`config.mk`:
```
export PLATFORM = sky130hd
export DESIGN_NAME = tw_seq_ctrl
export DESIGN_NICKNAME = d
export VERILOG_FILES = /design/src/rtl/tw_seq_ctrl.sv
export SDC_FILE = /design/constraint.sdc
export NUM_CORES = 1
export LEC_CHECK = 0
export ABC_AREA = 1
export CORE_MARGIN = 5
export CORE_UTILIZATION = 40
export DETAILED_ROUTE_END_ITERATION = 7
export HOLD_SLACK_MARGIN = 0.08
export PLACE_DENSITY_LB_ADDON = 0.3
export SYNTH_ARGS = -nofsm -noshare
export SYNTH_HDL_FRONTEND = slang
export SYNTH_SLANG_ARGS = --single-unit
```
`constraint.sdc`:
```
create_clock -name clk -period 2 [get_ports clk]
set_input_delay 0.4 -clock clk [delete_from_list [all_inputs] [get_ports clk]]
set_output_delay 0.4 -clock clk [all_outputs]
set_load 0.01 [all_outputs]
```
`src/rtl/tw_seq_ctrl.sv`:
```
// tw_seq_ctrl: twiddle ROM read sequencer for a radix-2 DIT FFT
module tw_seq_ctrl #(
    parameter int stage_FFT = 10,
    parameter int STAGE_W = 4
) (
    input  logic                   clk,
    input  logic                   rst,
    input  logic                   start,
    input  logic                   ready,
    output logic                   en_rd,
    output logic [stage_FFT-2:0]   rd_ptr_angle,
    output logic                   busy,
    output logic                   tw_valid,
    output logic [STAGE_W-1:0]     stage_tag,
    output logic [stage_FFT-2:0]   bf_tag,
    output logic                   stage_done,
    output logic                   done
);
    localparam int AW = stage_FFT - 1;
    localparam logic [STAGE_W-1:0] S_LAST = STAGE_W'(stage_FFT - 1);

    typedef enum logic [1:0] {IDLE, RUN, FLUSH} state_t;

    state_t            state, state_nx;
    logic [STAGE_W-1:0] s;
    logic [AW-1:0]     j, mask;
    logic              j_last, last;

    // state register
    always_ff @(posedge clk) begin
        if (rst) state <= IDLE;
        else     state <= state_nx;
    end

    // next state, read enable and end-of-stage / end-of-frame flags
    always_comb begin
        j_last   = j == {AW{1'b1}};
        last     = j_last && s == S_LAST;
        en_rd    = state == RUN && ready;
        busy     = state != IDLE;
        state_nx = state == IDLE ? (start ? RUN : IDLE) :
                   state == RUN  ? (en_rd && last ? FLUSH : RUN) : IDLE;
    end

    // angle address: keep the low s bits of j, scaled up to the full ROM range
    always_comb begin
        mask         = (AW'(1) << s) - AW'(1);
        rd_ptr_angle = (j & mask) << (S_LAST - s);
    end

    // stage / butterfly counters, advanced on every accepted read
    always_ff @(posedge clk) begin
        if (rst || state != RUN) begin
            s <= '0;
            j <= '0;
        end else if (en_rd) begin
            j <= j + AW'(1);
            s <= last ? '0 : s + STAGE_W'(j_last);
        end
    end

    // tag pipeline aligned with the ROM's registered output
    always_ff @(posedge clk) begin
        if (rst) begin
            tw_valid   <= 1'b0;
            stage_done <= 1'b0;
            done       <= 1'b0;
            stage_tag  <= '0;
            bf_tag     <= '0;
        end else begin
            tw_valid   <= en_rd;
            stage_done <= en_rd && j_last;
            done       <= en_rd && last;
            if (en_rd) begin
                stage_tag <= s;
                bf_tag    <= j;
            end
        end
    end
endmodule

```
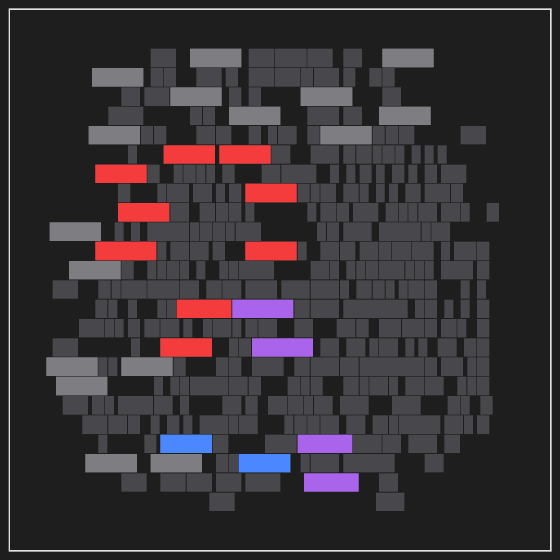
(images/registers.png)
Other sequential cells in the stronger grey, the rest of the logic in the fainter grey.
- s: purple (sequential cells 4)
- state: blue (sequential cells 2)
- j: red (sequential cells 9)

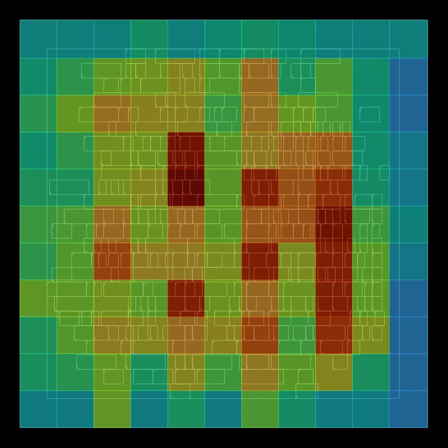
(images/final_congestion.png)
busiest grt layer: met2
Avg WL per Cell: 13.0 um
Global Route Usage Sum: 17.4%

==> ci_impl_report.md <==
## Implementation flow summary

| Metric | Value |
|---|---|
| Outcome | `complete, but fails checks` |
| Failing checks | `negative setup slack` |
| Clock Tree Root | `clkbuf_8` |
| RSZ-0062 raised after global routing | `yes` |
| Placer Congestion | `0.894` |
| Final setup violation count | `8` |
| GRT overflow | `0` |
| Clk pwr share | `about a third` |
| Die span in x | `76.1 um` |
| Critical path's top delay family | `AND-OR/OR-AND gates` |
| Critical Path Source | `s[0]$_SDFFE_PP0P_` |
| Top-count cell post-synth | `nand2_1` |
| Hold Buf Count CTS | `0` |
| LEAKAGE | `0.00116 uW` |
| CTS Sinks | `31` |
| Tapcells | `approximately 52` |
| Worst Slack Setup Final | `-243 ps` |
| Sw Ratio | `27.6%` |
| CP most frequent cell | `nand2_2` |
| Vias in the first global route | `1857` |
| Place WS | `-525 ps` |
| DRC Markers | `0` |
| Worst Hold Endpoint | `bf_tag[0]$_SDFFE_PP0P_` |
| Tcrit/Tclk final | `112%` |
| Mi-comb count | `188` |
| Routed length on met3 | `approximately 220 um` |
| CP Max Fanout | `4` |
| Fin cells | `a little under 400` |
| Clock tree buffer depth | `2` |
| Log Warnings | `30` |
| Syn Nets | `between 200 and 300` |
| Critical Path Slowest Stage Cell | `dfxtp_4` |
| Chip Area, Yosys | `~0.0017 mm^2` |
==> through the flow <==
stage | hold slack [ps] | power (uW) | util (%)
final | 469 | 1380 | 62.1
after global routing | 482 | 1450 | 62.1
after CTS | 469 | 1380 | 59.2
after detailed placement | 457 | 880 | 55.2
after global placement | 456 | 879 | 55.2
after floorplan | 465 | 785 | -
==> layout by cell type (no fill, tap or decap), types with 2 or more instances in the layout <==
| cell type | netlist | layout |
|---|---|---|
| nand2_1 | 56 | 48 |
| buf_4 | 1 | 45 |
| dfxtp_1 | 31 | 25 |
| a21oi_1 | 25 | 23 |
| nand3_1 | 23 | 21 |
| clkdlybuf4s50_1 | 0 | 20 |
| nor2_1 | 24 | 19 |
| inv_1 | 24 | 18 |
| o21ai_0 | 19 | 16 |
| nand2_2 | 6 | 10 |
| buf_2 | 4 | 9 |
| inv_2 | 5 | 7 |
| nor2_4 | 2 | 6 |
| nor3_1 | 5 | 5 |
| clkbuf_8 | 0 | 5 |
| nand2_4 | 0 | 4 |
| nand3_2 | 2 | 4 |
| ha_1 | 7 | 4 |
| inv_4 | 0 | 3 |
| nand4_1 | 3 | 3 |
| o21ai_1 | 2 | 3 |
| dfxtp_4 | 0 | 3 |
| dfxtp_2 | 0 | 3 |
| nor2_2 | 1 | 2 |
| o21ai_2 | 0 | 2 |
| a21oi_4 | 0 | 2 |
| a21oi_2 | 2 | 2 |
| ha_4 | 0 | 2 |
| clkbuf_1 | 2 | 2 |
| buf_6 | 0 | 2 |
==> kinds of logic (layout without fill, tap and decap cells) <==
family	after synthesis	count (layout)	share of synthesized area, %
buffers and inverters	38	115	8.66
AND-OR/OR-AND	55	55	17.3
flip-flops	31	31	35.5
AND/OR/NAND/NOR	125	125	33.0
adder cells (fa/ha/maj)	7	7	5.01
XOR/XNOR	1	1	0.501
Power figures rest on the tool's default switching activity, not on a simulated workload.
